--- src/rtl/shift_pkg.sv ---
// Shared constants and enumerations for the iterative RV32I/RV64I shift unit.
package shift_pkg;

    localparam logic [6:0] OPC_OP_IMM = 7'b0010011;
    localparam logic [6:0] OPC_OP     = 7'b0110011;

    localparam logic [2:0] F3_SLL = 3'b001;
    localparam logic [2:0] F3_SRX = 3'b101;

    typedef enum logic [1:0] {
        SH_SLL,
        SH_SRL,
        SH_SRA
    } shift_type_e;

    typedef enum logic [1:0] {
        IDLE,
        SHIFT,
        DONE
    } state_e;

endpackage

--- src/rtl/shift_decode.sv ---
// Combinational decode of register/immediate shifts into shift type, masked amount and legality.
module shift_decode
    import shift_pkg::*;
#(
    parameter int XLEN = 32
) (
    input  logic [6:0]              op,
    input  logic [2:0]              funct3,
    input  logic                    funct7_b5,
    input  logic [XLEN-1:0]         imm,
    input  logic [XLEN-1:0]         rs2,
    output shift_type_e             sh_type,
    output logic [$clog2(XLEN)-1:0] shamt,
    output logic                    err
);

    localparam int SHW = $clog2(XLEN);
    // Reserved immediate bits: everything from SHW up to bit 11, except bit 10 (the SRA selector).
    localparam logic [11:0] RSV_MASK = (12'hFFF << SHW) & ~12'h400;

    logic           w_form_ok;
    logic           w_rsv_ok;
    logic           w_bit10;
    logic [SHW-1:0] w_shamt;
    logic           w_unused;

    assign w_unused = ^{imm[XLEN-1:12], rs2[XLEN-1:SHW]};

    always_comb begin
        w_form_ok = 1'b0;
        w_rsv_ok  = 1'b1;
        w_bit10   = 1'b0;
        w_shamt   = '0;
        if (op == OPC_OP_IMM) begin
            w_form_ok = 1'b1;
            w_bit10   = imm[10];
            w_shamt   = imm[SHW-1:0];
            w_rsv_ok  = ((imm[11:0] & RSV_MASK) == 12'h000);
        end else if (op == OPC_OP) begin
            w_form_ok = 1'b1;
            w_bit10   = funct7_b5;
            w_shamt   = rs2[SHW-1:0];
        end
    end

    always_comb begin
        sh_type = SH_SLL;
        shamt   = '0;
        err     = 1'b1;
        if (w_form_ok && w_rsv_ok) begin
            if (funct3 == F3_SLL && !w_bit10) begin
                sh_type = SH_SLL;
                shamt   = w_shamt;
                err     = 1'b0;
            end else if (funct3 == F3_SRX) begin
                sh_type = w_bit10 ? SH_SRA : SH_SRL;
                shamt   = w_shamt;
                err     = 1'b0;
            end
        end
    end

endmodule

--- src/rtl/shift_unit.sv ---
// Iterative shift execution unit: shifts up to STEP bits per cycle behind valid/ready handshakes.
// Optional SHIFT_UNIT_EARLY_DONE_EN: finish after ceil(shamt/STEP) cycles instead of XLEN/STEP.
module shift_unit
    import shift_pkg::*;
#(
    parameter int XLEN = 32,
    parameter int STEP = 4
) (
    input  logic            clk,
    input  logic            rst,
    input  logic            flush,
    input  logic            in_valid,
    output logic            in_ready,
    input  logic [6:0]      op,
    input  logic [2:0]      funct3,
    input  logic            funct7_b5,
    input  logic [XLEN-1:0] rs1,
    input  logic [XLEN-1:0] rs2,
    input  logic [XLEN-1:0] imm,
    output logic            out_valid,
    input  logic            out_ready,
    output logic [XLEN-1:0] result,
    output logic            out_err
);

    localparam int SHW = $clog2(XLEN);
    localparam int CW  = SHW + 1;
    localparam logic [CW-1:0] STEP_V = CW'(STEP);
    localparam logic [CW-1:0] NFIX   = CW'(XLEN / STEP);

    state_e          r_state;
    state_e          w_state_nxt;
    logic [XLEN-1:0] r_acc;
    logic [SHW-1:0]  r_rem;
    logic [CW-1:0]   r_cnt;
    logic [CW-1:0]   r_n;
    logic            r_sign;
    logic            r_err;
    shift_type_e     r_type;
    logic            r_out_valid;
    logic [XLEN-1:0] r_result;
    logic            r_out_err;

    shift_type_e     w_type;
    logic [SHW-1:0]  w_shamt;
    logic            w_err;
    logic [CW-1:0]   w_n;
    logic [CW-1:0]   w_k;
    logic [CW-1:0]   w_rem_ext;
    logic [XLEN-1:0] w_fill;
    logic [XLEN-1:0] w_shifted;
    logic            w_accept;
    logic            w_out_hs;
    logic            w_load_out;
    logic            w_last;

    shift_decode #(.XLEN(XLEN)) u_decode (
        .op        (op),
        .funct3    (funct3),
        .funct7_b5 (funct7_b5),
        .imm       (imm),
        .rs2       (rs2),
        .sh_type   (w_type),
        .shamt     (w_shamt),
        .err       (w_err)
    );

`ifdef SHIFT_UNIT_EARLY_DONE_EN
    localparam int SL = $clog2(STEP);
    assign w_n = ({1'b0, w_shamt} + (STEP_V - CW'(1))) >> SL;
`else
    assign w_n = NFIX;
`endif

    // Per-cycle step k = min(STEP, rem); SRA fills vacated high bits with the latched sign.
    always_comb begin
        w_rem_ext = {1'b0, r_rem};
        w_k       = (w_rem_ext < STEP_V) ? w_rem_ext : STEP_V;
        w_fill    = r_sign ? ~({XLEN{1'b1}} >> w_k) : '0;
        w_shifted = (r_type == SH_SLL) ? (r_acc << w_k) : ((r_acc >> w_k) | w_fill);
    end

    assign w_last = ((r_cnt + CW'(1)) == r_n);

    always_ff @(posedge clk) begin
        if (rst) r_state <= IDLE;
        else     r_state <= w_state_nxt;
    end

    always_comb begin
        w_state_nxt = r_state;
        case (r_state)
            IDLE:    if (w_accept) w_state_nxt = (w_err || w_n == '0) ? DONE : SHIFT;
            SHIFT:   if (w_last) w_state_nxt = DONE;
            DONE:    if (w_out_hs) w_state_nxt = IDLE;
            default: w_state_nxt = IDLE;
        endcase
        if (flush) w_state_nxt = IDLE;
    end

    always_comb begin
        in_ready   = (r_state == IDLE) && !rst;
        w_accept   = in_valid && in_ready && !flush;
        w_out_hs   = r_out_valid && out_ready;
        w_load_out = (r_state == DONE) && !r_out_valid;
    end

    always_ff @(posedge clk) begin
        if (rst) begin
            r_acc  <= '0;
            r_rem  <= '0;
            r_cnt  <= '0;
            r_n    <= '0;
            r_sign <= 1'b0;
            r_err  <= 1'b0;
            r_type <= SH_SLL;
        end else if (w_accept) begin
            r_acc  <= rs1;
            r_rem  <= w_shamt;
            r_cnt  <= '0;
            r_n    <= w_n;
            r_sign <= rs1[XLEN-1] && (w_type == SH_SRA);
            r_err  <= w_err;
            r_type <= w_type;
        end else if (r_state == SHIFT && !flush) begin
            r_acc <= w_shifted;
            r_rem <= r_rem - w_k[SHW-1:0];
            r_cnt <= r_cnt + CW'(1);
        end
    end

    // Output registers load one cycle after entering DONE and hold until the handshake.
    always_ff @(posedge clk) begin
        if (rst) begin
            r_out_valid <= 1'b0;
            r_result    <= '0;
            r_out_err   <= 1'b0;
        end else if (flush) begin
            r_out_valid <= 1'b0;
        end else if (w_load_out) begin
            r_out_valid <= 1'b1;
            r_result    <= r_err ? '0 : r_acc;
            r_out_err   <= r_err;
        end else if (w_out_hs) begin
            r_out_valid <= 1'b0;
        end
    end

    assign out_valid = r_out_valid;
    assign result    = r_result;
    assign out_err   = r_out_err;

endmodule

--- config.mk ---
export PLATFORM = sky130hd
export DESIGN_NAME = shift_unit
export DESIGN_NICKNAME = d
export VERILOG_FILES = /design/src/rtl/shift_pkg.sv /design/src/rtl/shift_decode.sv /design/src/rtl/shift_unit.sv
export SDC_FILE = /design/constraint.sdc
export NUM_CORES = 1
export LEC_CHECK = 0
export CORE_MARGIN = 2
export CORE_UTILIZATION = 40
export DETAILED_ROUTE_END_ITERATION = 10
export GPL_TIMING_DRIVEN = 0
export PLACE_DENSITY = 0.69
export SLEW_MARGIN = 20
export SYNTH_ARGS = -nofsm -noshare
export SYNTH_HDL_FRONTEND = slang
export SYNTH_SLANG_ARGS = --single-unit
--- constraint.sdc ---
create_clock -name clk -period 3.2 [get_ports clk]
set_clock_uncertainty 0.2 [all_clocks]
set_input_delay 0.32 -clock clk [delete_from_list [all_inputs] [get_ports clk]]
set_output_delay 0.32 -clock clk [all_outputs]
set_load 0.005 [all_outputs]
Figure 1. Routing congestion.
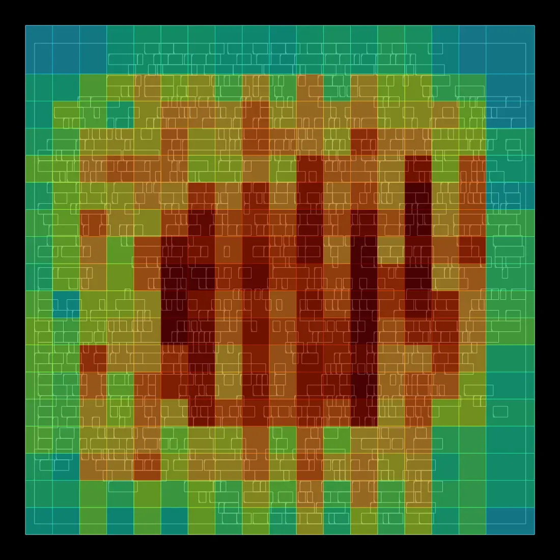
total routing usage reported by global routing: 32.20%
M2 GR Usage: 48.14%
Core Util, Final: 51.28%
met3 Usage GRT: 6.978%

Figure 2. Logic cells by family.
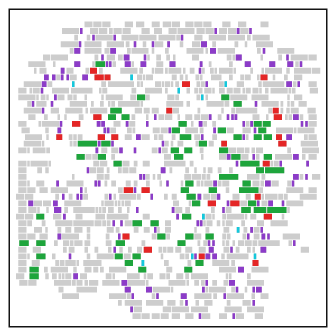
| family | color | cells |
|---|---|---|
| multiplexers | green | 64 |
| NAND gates | purple | 165 |
| inverters | cyan | 10 |
| AND-OR and OR-AND gates | red | 27 |
multi-input combinational area share: 53.05%
tally of non-filler cells in the final layout: 1147

Figure 3. The metal 3 layer.
The bar under the picture is 50 um long.
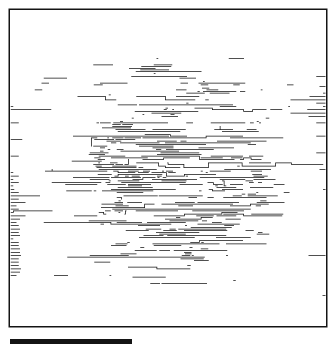
main direction: horizontal
wire length on this layer: 3090 um
longest straight run: 56.6 um
vias after detailed routing: 7516
wirelength, routed: 26940 um

Figure 4. Metal 2.
Cells faint in the background.
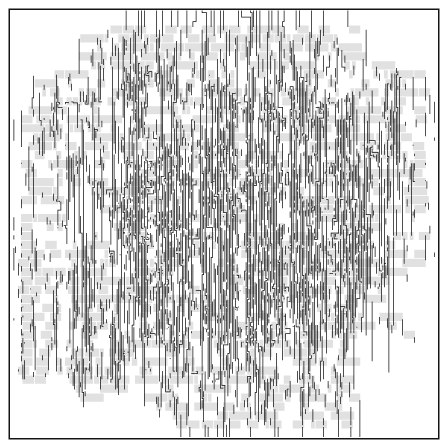
main direction: vertical
nets with wire on the layer: 820
share of all routed wire: 42%
longest straight run: 59.2 um
wire length on this layer: 11300 um

==> ci_impl_report.md <==
### Metrics collected by this job

| Metric | Value |
|---|---|
| Run status | completed |
| Cts-stage hold buffer count | 0 |
| Number of buffer cells added on primary ports | 97 |
| Highest Clock Rate | 321.4 MHz |
| Worst Hold Path EP | result[21] |
| Number of placed instances with taps included | 1133 |
| Synth Seq Share | 26.62% |
| Final Hold Fails | 0 |
| Yosys cell count | approximately 830 |
| Drt wl/cell | around 23 um |
| Synth-to-Final Area Change | 24.35% |
| Number of warnings in the stage logs | 73 |
| Maximum number of pins on one net before global-route repair | 20 |
| Share of synthesized registers carrying an async set or reset | 0% |
| Vias/cell | 6.553 |
| Fillers | 1558 |
| Max-area cell share | roughly a quarter |
| Max H-tree Level | 3 |
| Maximum buffer depth of the clock tree | 2 |
| Starting utilization of the core area | 41.24% |
| Yosys stat area | between 6000 and 7000 sq um |
| Startpoint of the lowest-slack hold path | result[21] |
| Hpwl dp | approximately 19000 um |
| Post-route fraction of the period consumed by the critical path | about 100% |
| PnR Total Power | 2.822 mW |
| Capture point of the worst reg-to-reg path | r_acc[24] |
| Post-synth EDFFs | 0 |
| Maximum Capacitance Violations | 0 |
| Worst-margin pin slew | 1.124 ns |
| DRC violations left | 0 |
| Worst Setup Slack post-DPL | -0.7311 ns |
| Cell type with the largest total area | dfxtp_1 |
| Residual antenna-violating net count after detailed routing | 0 |
| Area fraction in and, or, nand and nor cells after synthesis | between 20% and 30% |
| Register area | 1682 sq um |
| Layout Nets | between 1000 and 1500 |
| Nature of the critical path startpoint | input port |
| Compound-cell area share of the yosys netlist | ~29% |
| Portion of netlist area occupied by mux cells | 11.83% |
| Period minus WS final | 3.112 ns |
| Placed Instance Area | between 7000 and 8000 sq um |
| Site Rows | 45 |
-- registers in the layout (all words and copies together) (netlist names) --
register / cells
r_acc: 32
result: 32
r_cnt: 6
r_rem: 5
r_state: 2
r_type: 2
out_err: 1
out_valid: 1
r_err: 1
r_n: 1
r_sign: 1
-- power breakdown --
group          total [mW]  switching, mW  internal (mW)
clock network        1.08          0.474          0.608
logic               0.654          0.428          0.226
registers            1.09         0.0222           1.06
total                2.82          0.924           1.90
-- cell usage in the layout, fill, tap and decap left out, types with 5 or more instances in the layout --
master	n
nand3_1	13
nand2_1	112
nor3_1	17
clkbuf_16	9
or3_1	12
clkdlybuf4s50_1	97
o21ai_0	23
nand3b_1	28
and3_1	7
nor4_1	6
nor2_1	60
a31oi_1	7
a21o_1	6
nand4_1	6
a211oi_1	16
o2111ai_1	5
buf_2	24
a21oi_1	97
o31ai_1	7
mux2_2	15
dfxtp_1	84
mux4_2	6
inv_1	10
o211ai_1	17
mux2i_1	40
a221oi_1	13
clkbuf_1	58
o221ai_1	11
o22ai_1	9
-- critical path, cell delays in order --
cell	delay, ns
clkdlybuf4s50_1	0.54
clkbuf_2	0.44
clkbuf_2	0.38
buf_2	0.33
nor3_1	0.10
clkdlybuf4s50_1	0.48
-- worst max-delay path by stage --
stage                        start   endpoint  depth (start not counted)
after detailed placement       rst   in_ready                          7
final                          rst   in_ready                          6
after floorplan           r_rem[4]   r_rem[4]                          9
after global placement         rst   in_ready                          7
after global routing         flush  r_acc[27]                          7
after CTS                 r_rem[1]   r_rem[4]                          8
-- cell type report --
type / instances / share of cell area (%)
clock buffer: 9 / 2.868
tap: 211 / 3.361
timing repair buffer: 97 / 12.36
buffer: 96 / 5.512
multi-input combinational: 633 / 53.05
inverter: 10 / 0.4779
clock inverter: 7 / 0.9559
sequential: 84 / 21.41
Power figures rest on the tool's default switching activity, not on a simulated workload.
